File: config.mk
export PLATFORM = sky130hd
export DESIGN_NAME = spi_regfile
export DESIGN_NICKNAME = d
export VERILOG_FILES = /design/src/rtl/spi_regfile.sv
export SDC_FILE = /design/constraint.sdc
export NUM_CORES = 1
export LEC_CHECK = 0
export CORE_MARGIN = 5
export CORE_UTILIZATION = 40
export CTS_CLUSTER_DIAMETER = 60
export DETAILED_ROUTE_END_ITERATION = 7
export PLACE_DENSITY = 0.65
export SYNTH_ARGS = -nofsm -noshare
export SYNTH_HDL_FRONTEND = slang
export SYNTH_SLANG_ARGS = --single-unit
File: constraint.sdc
create_clock -name clk -period 2.7 [get_ports clk]
set_input_delay 0.27 -clock clk [delete_from_list [all_inputs] [get_ports clk]]
set_output_delay 0.27 -clock clk [all_outputs]
set_load 0.005 [all_outputs]
File: src/rtl/spi_regfile.sv
// rtl/spi_regfile.sv - SPI mode-0 peripheral exposing a bank of control registers
//
// Purpose: receives length-checked SPI frames {rw, addr[ADDR_W], data[DATA_W]}
//          (MSB first) and commits writes into NUM_REGS registers of DATA_W
//          bits. Optional readback drives CIPO during the data phase of reads.
// Ports:
//   clk, rst_n   system clock, asynchronous active-low reset
//   SCLK, COPI   SPI clock (CPOL=0) and controller data, asynchronous to clk
//   nCS          SPI chip select, active low
//   CIPO         peripheral data out (readback), 0 when not driving read data
//   regs_out     register contents, reg i at [i*DATA_W +: DATA_W]
//   wr_strobe    one-cycle pulse when a write commits
//   wr_addr      address of the last committed write
//   frame_err    sticky flag: a malformed frame was dropped
// Config macro: SPI_READBACK_EN enables the read path; undefined ties CIPO to 0.
module spi_regfile #(
    parameter int SYNC_FLOPS = 2,
    parameter int NUM_REGS   = 5,
    parameter int ADDR_W     = 7,
    parameter int DATA_W     = 8
) (
    input  logic                         clk,
    input  logic                         rst_n,
    input  logic                         SCLK,
    input  logic                         COPI,
    input  logic                         nCS,
    output logic                         CIPO,
    output logic [NUM_REGS*DATA_W-1:0]   regs_out,
    output logic                         wr_strobe,
    output logic [ADDR_W-1:0]            wr_addr,
    output logic                         frame_err
);

    localparam int FRAME_W = 1 + ADDR_W + DATA_W;
    localparam int HDR_W   = 1 + ADDR_W;
    localparam int CNT_W   = $clog2(FRAME_W + 2);

    typedef enum logic [1:0] {S_IDLE, S_CMD, S_DATA, S_DONE} state_t;

    // Stages [SYNC_FLOPS-1:0] synchronise; the extra top stage holds the
    // previous synchronised value for edge detection.
    logic [SYNC_FLOPS:0]   sclk_q;
    logic [SYNC_FLOPS:0]   ncs_q;
    logic [SYNC_FLOPS-1:0] copi_q;
    logic                  sclk_rise, ncs_rise, ncs_fall, ncs_s, copi_s;

    state_t               state, state_nxt;
    logic [FRAME_W-1:0]   shreg, shreg_in;
    logic [CNT_W-1:0]     cnt;
    logic [DATA_W-1:0]    regs [NUM_REGS];
    logic                 f_rw, addr_ok;
    logic [ADDR_W-1:0]    f_addr;
    logic [DATA_W-1:0]    f_data;
    logic                 do_restart, do_count, do_shift, do_commit, do_drop;

    // nCS chain resets low so that a chip select still held low when reset
    // releases produces no fall: a new frame needs a genuine nCS fall.
    always_ff @(posedge clk or negedge rst_n) begin
        if (!rst_n) begin
            sclk_q <= '0;
            ncs_q  <= '0;
            copi_q <= '0;
        end else begin
            sclk_q <= {sclk_q[SYNC_FLOPS-1:0], SCLK};
            ncs_q  <= {ncs_q[SYNC_FLOPS-1:0], nCS};
            copi_q <= {copi_q[SYNC_FLOPS-2:0], COPI};
        end
    end

    assign ncs_s     = ncs_q[SYNC_FLOPS-1];
    assign copi_s    = copi_q[SYNC_FLOPS-1];
    assign sclk_rise = sclk_q[SYNC_FLOPS-1] & ~sclk_q[SYNC_FLOPS];
    assign ncs_rise  = ncs_q[SYNC_FLOPS-1] & ~ncs_q[SYNC_FLOPS];
    assign ncs_fall  = ~ncs_q[SYNC_FLOPS-1] & ncs_q[SYNC_FLOPS];

    assign shreg_in = {shreg[FRAME_W-2:0], copi_s};
    assign f_rw     = shreg[FRAME_W-1];
    assign f_addr   = shreg[DATA_W +: ADDR_W];
    assign f_data   = shreg[DATA_W-1:0];
    assign addr_ok  = ({1'b0, f_addr} < (ADDR_W+1)'(NUM_REGS));

    always_ff @(posedge clk or negedge rst_n) begin
        if (!rst_n) state <= S_IDLE;
        else        state <= state_nxt;
    end

    // nCS fall beats everything, nCS rise beats a same-cycle SCLK rise.
    always_comb begin
        state_nxt  = state;
        do_restart = 1'b0;
        do_count   = 1'b0;
        do_shift   = 1'b0;
        do_commit  = 1'b0;
        do_drop    = 1'b0;
        if (ncs_fall) begin
            do_restart = 1'b1;
            state_nxt  = S_CMD;
        end else if (ncs_rise) begin
            state_nxt = S_IDLE;
            if (state == S_DONE)
                do_commit = (cnt == CNT_W'(FRAME_W)) && f_rw && addr_ok;
            else if (state == S_CMD || state == S_DATA)
                do_drop = 1'b1;
        end else if (sclk_rise && !ncs_s && state != S_IDLE) begin
            do_count = 1'b1;
            do_shift = (state != S_DONE);
            case (state)
                S_CMD:  if (cnt == CNT_W'(HDR_W - 1))   state_nxt = S_DATA;
                S_DATA: if (cnt == CNT_W'(FRAME_W - 1)) state_nxt = S_DONE;
                S_DONE: begin
                    state_nxt = S_IDLE;
                    do_drop   = 1'b1;
                end
                default: ;
            endcase
        end
    end

    always_ff @(posedge clk or negedge rst_n) begin
        if (!rst_n) begin
            shreg     <= '0;
            cnt       <= '0;
            wr_strobe <= 1'b0;
            wr_addr   <= '0;
            frame_err <= 1'b0;
            for (int i = 0; i < NUM_REGS; i++) regs[i] <= '0;
        end else begin
            wr_strobe <= do_commit;
            if (do_restart) begin
                shreg <= '0;
                cnt   <= '0;
            end else if (do_count) begin
                if (cnt != CNT_W'(FRAME_W + 1)) cnt <= cnt + 1'b1;
                if (do_shift) shreg <= shreg_in;
            end
            if (do_commit) begin
                wr_addr <= f_addr;
                for (int i = 0; i < NUM_REGS; i++)
                    if (f_addr == ADDR_W'(i)) regs[i] <= f_data;
            end
            if (do_drop) frame_err <= 1'b1;
        end
    end

    for (genvar g = 0; g < NUM_REGS; g++) begin : g_out
        assign regs_out[g*DATA_W +: DATA_W] = regs[g];
    end

`ifdef SPI_READBACK_EN
    logic              sclk_fall, rd_act;
    logic [DATA_W-1:0] rd_sh, rd_val;

    assign sclk_fall = ~sclk_q[SYNC_FLOPS-1] & sclk_q[SYNC_FLOPS];

    // Address bits are complete in shreg_in on the cycle that enters DATA.
    always_comb begin
        rd_val = '0;
        for (int i = 0; i < NUM_REGS; i++)
            if (shreg_in[ADDR_W-1:0] == ADDR_W'(i)) rd_val = regs[i];
    end

    // The fall right after the last address bit must not shift: the MSB has
    // to stay on CIPO until the controller samples it on the next rise.
    always_ff @(posedge clk or negedge rst_n) begin
        if (!rst_n) begin
            rd_sh  <= '0;
            rd_act <= 1'b0;
        end else if (do_restart) begin
            rd_sh  <= '0;
            rd_act <= 1'b0;
        end else if (state == S_CMD && state_nxt == S_DATA) begin
            rd_act <= ~shreg_in[ADDR_W];
            rd_sh  <= shreg_in[ADDR_W] ? '0 : rd_val;
        end else if (sclk_fall && !ncs_s && state == S_DATA && cnt > CNT_W'(HDR_W)) begin
            rd_sh <= {rd_sh[DATA_W-2:0], 1'b0};
        end
    end

    assign CIPO = (state == S_DATA) & rd_act & rd_sh[DATA_W-1];
`else
    assign CIPO = 1'b0;
`endif

endmodule
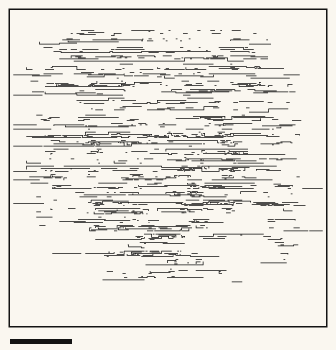
(the metal 1 layer)
Bar = 20 um.
main direction = horizontal
nets with wire on the layer = 295
share of all routed wire = 48%
wire length on this layer = 3160 um
DR vias: 2147
Total Wirelength: 6620 um

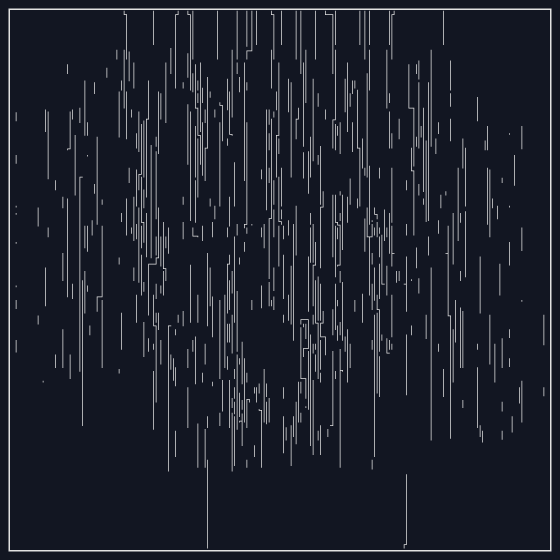
(M2 wires)
share of all routed wire = 47%
wire length on this layer = 3080 um
met2 Track Usage GR: 0.206

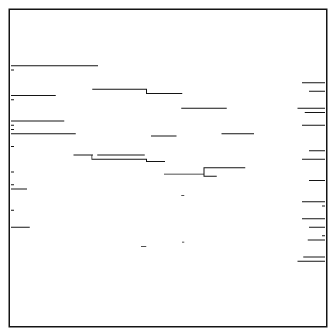
(met3 routing)
nets with wire on the layer = 35
main direction = horizontal
wire length on this layer = 330 um
longest straight run = 27.6 um

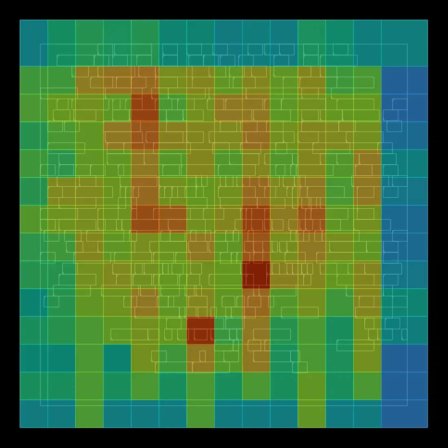
(routing congestion map)
GRT Max-Usage Layer: met2
total track usage: 0.139
wire per inst: 15.3 um
fin util: 0.521

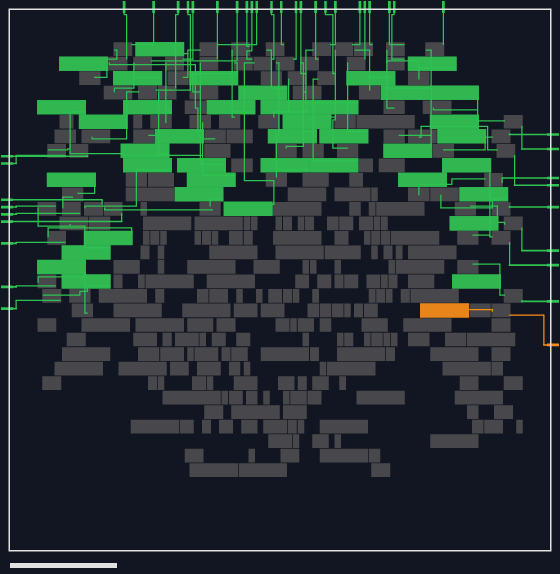
(port wiring)
Bar = 20 um.
orange -> wr_strobe  # bits 1, direction output, end cells 1, buffers 1, wire 17.7 um
green -> regs_out  # bits 40, direction output, end cells 40, buffers 40, wire 1180 um
Port-buffer cells: 53
io pins: 55

==> Slide: Implementation Results <==
Key Metrics from the Run

Status
  – Outcome: completed

Floorplan
  – Die area: 10200 um^2
  – Width of the chip: ~100 um
  – Die Span Y: a little over 100 um

Setup path
  – Crit-path leading delay family: simple AND/OR/NAND/NOR gates
  – Internal reg-to-reg setup slack: approximately 0.11 ns
  – CP most frequent cell: or4_1
  – Worst Setup Start Kind: flip-flop
  – Worst EP arrival: roughly 2.8 ns
  – Kind of critical path: flip-flop to flip-flop
  – CP required: slightly below 3 ns
  – R2R depth: 8
  – CP cell instances: inv_1 -> ha_1 -> or4_1 -> or4_1 -> buf_4 -> nor3b_4 -> buf_12 -> mux2_2
  – Critical Path Max Stage Delay: about 0.50 ns
  – CP Launch Point: ncs_q[1]$_DFF_PN0_
  – CP max-delay cell: or4_1

Clock network
  – CTS root buffer: clkbuf_8
  – Cts bufs inserted: 9
  – Htree depth: 3
  – Worst skew pair latency: between 0.3 and 0.4 ns

Synthesis
  – Yosys warns: 0
  – Synth Area per Inst: 12.9 um^2
  – Post-synth top cells: dfrtp_1 (80), mux2_2 (36), nand2_1 (35)
  – Net Count, Synth: approximately 270
  – Synth area leader: dfrtp_1
  – Yosys Chip Area: 3330 um^2
  – Cells after Synth: roughly 260

Power
  – P per Cell Area: between 500 and 600 nW/um^2
  – Peak supply drop: between 0.4 and 0.5 mV

Flow run
  – Reported max-cap violation count: 0

Final timing
  – Worst slew pin tran: 0.977 ns
  – Layout Skew: ~0.0071 ns
  – Fin. max-slew vios: 0
  – RSZ-0062 raised after global routing: false
  – Final setup vio count: 0
  – Max Fclk: 386 MHz

GRT
  – Vias in the first global route: 2186
  – Initial antenna violation count: 0

Routing
  – DRT Pass-1 Iters: 4
-- layout by cell type (no fill, tap or decap), types with 3 or more instances in the layout --
| master | instances |
|---|---|
| mux2_2 | 36 |
| mux2_4 | 8 |
| or3_1 | 3 |
| dfrtp_1 | 80 |
| nor2_1 | 8 |
| clkbuf_8 | 10 |
| nor3_1 | 3 |
| and2_1 | 4 |
| buf_4 | 14 |
| clkdlybuf4s50_1 | 52 |
| a21oi_1 | 18 |
| nand2_1 | 35 |
| inv_1 | 8 |
| ha_1 | 11 |
| clkinv_2 | 3 |
-- where the power goes --
part           leakage (uW)  total (uW)  internal (uW)  switching (uW)
sequential          0.00109        1260           1230            32.4
combinational      0.000781         192           80.1             112
clock              0.000112         972            541             431
-- cell type report --
class                      count  area [um^2]  share of cell area
clock buffer                  10          138              0.0323
clock inverter                 6         82.6              0.0194
inverter                       8         30.0             0.00705
multi-input combinational    157         1230               0.289
sequential                    80         2000               0.470
tap                          105          131              0.0308
timing repair buffer          67          646               0.152
-- worst max-delay path by stage --
stage / endpoint / slack, ns / depth (start not counted)
2_1_floorplan: regs_out[0]$_DFFE_PN0P_ / 0.06 / 9
3_3_place_gp: regs_out[13]$_DFFE_PN0P_ / 0.08 / 7
3_5_place_dp: regs_out[9]$_DFFE_PN0P_ / -0.01 / 7
4_1_cts: regs_out[23]$_DFFE_PN0P_ / 0.02 / 7
5_1_grt: regs_out[23]$_DFFE_PN0P_ / 0.002 / 8
6_report: regs_out[23]$_DFFE_PN0P_ / 0.11 / 8
-- stage by stage --
step / worst slack, ns / cell area (um^2)
after floorplan: 0.0637 / 3330
after global placement: 0.0779 / 4000
after detailed placement: -0.00976 / 4000
after CTS: 0.0194 / 4240
after global routing: 0.00226 / 4260
final: 0.106 / 4260
-- cell families after synthesis --
family	share of synthesized area
AOI/OAI and AO/OA	0.0463
xor gates and xnor gates	0.00527
adders and majority gates	0.0414
buffers and inverters	0.0297
DFF	0.602
muxes	0.164
other	0.00113
and+or+nand+nor	0.110
-- state kept, by name (all words and copies together), names as in the netlist --
| register | cells |
|---|---|
| shreg | 16 |
| cnt | 5 |
| regs_out | 40 |
| state | 2 |
| ncs_q | 3 |
| frame_err | 1 |
| wr_strobe | 1 |
| copi_q | 2 |
| sclk_q | 3 |
| wr_addr | 7 |
-- what timing repair did --
action	CTS	global route
endpoints found under the setup margin	8	8
pin swaps	1	1
setup buffers	2	1
hold endpoints to repair	0	0
-- per-layer routing --
| metal | global-route usage | wire (um) | share of wire | vias up |
|---|---|---|---|---|
| met4 | 0.0368 | 43 | 0.0065 | 0 |
| met1 | 0.195 | 3160 | 0.48 | 1084 |
| li1 | - | - | - | 1009 |
| met5 | 0 | 0 | 0 | - |
| met3 | 0.0510 | 329 | 0.050 | 4 |
| met2 | 0.206 | 3080 | 0.47 | 50 |
Power and IR drop assume default switching activity.
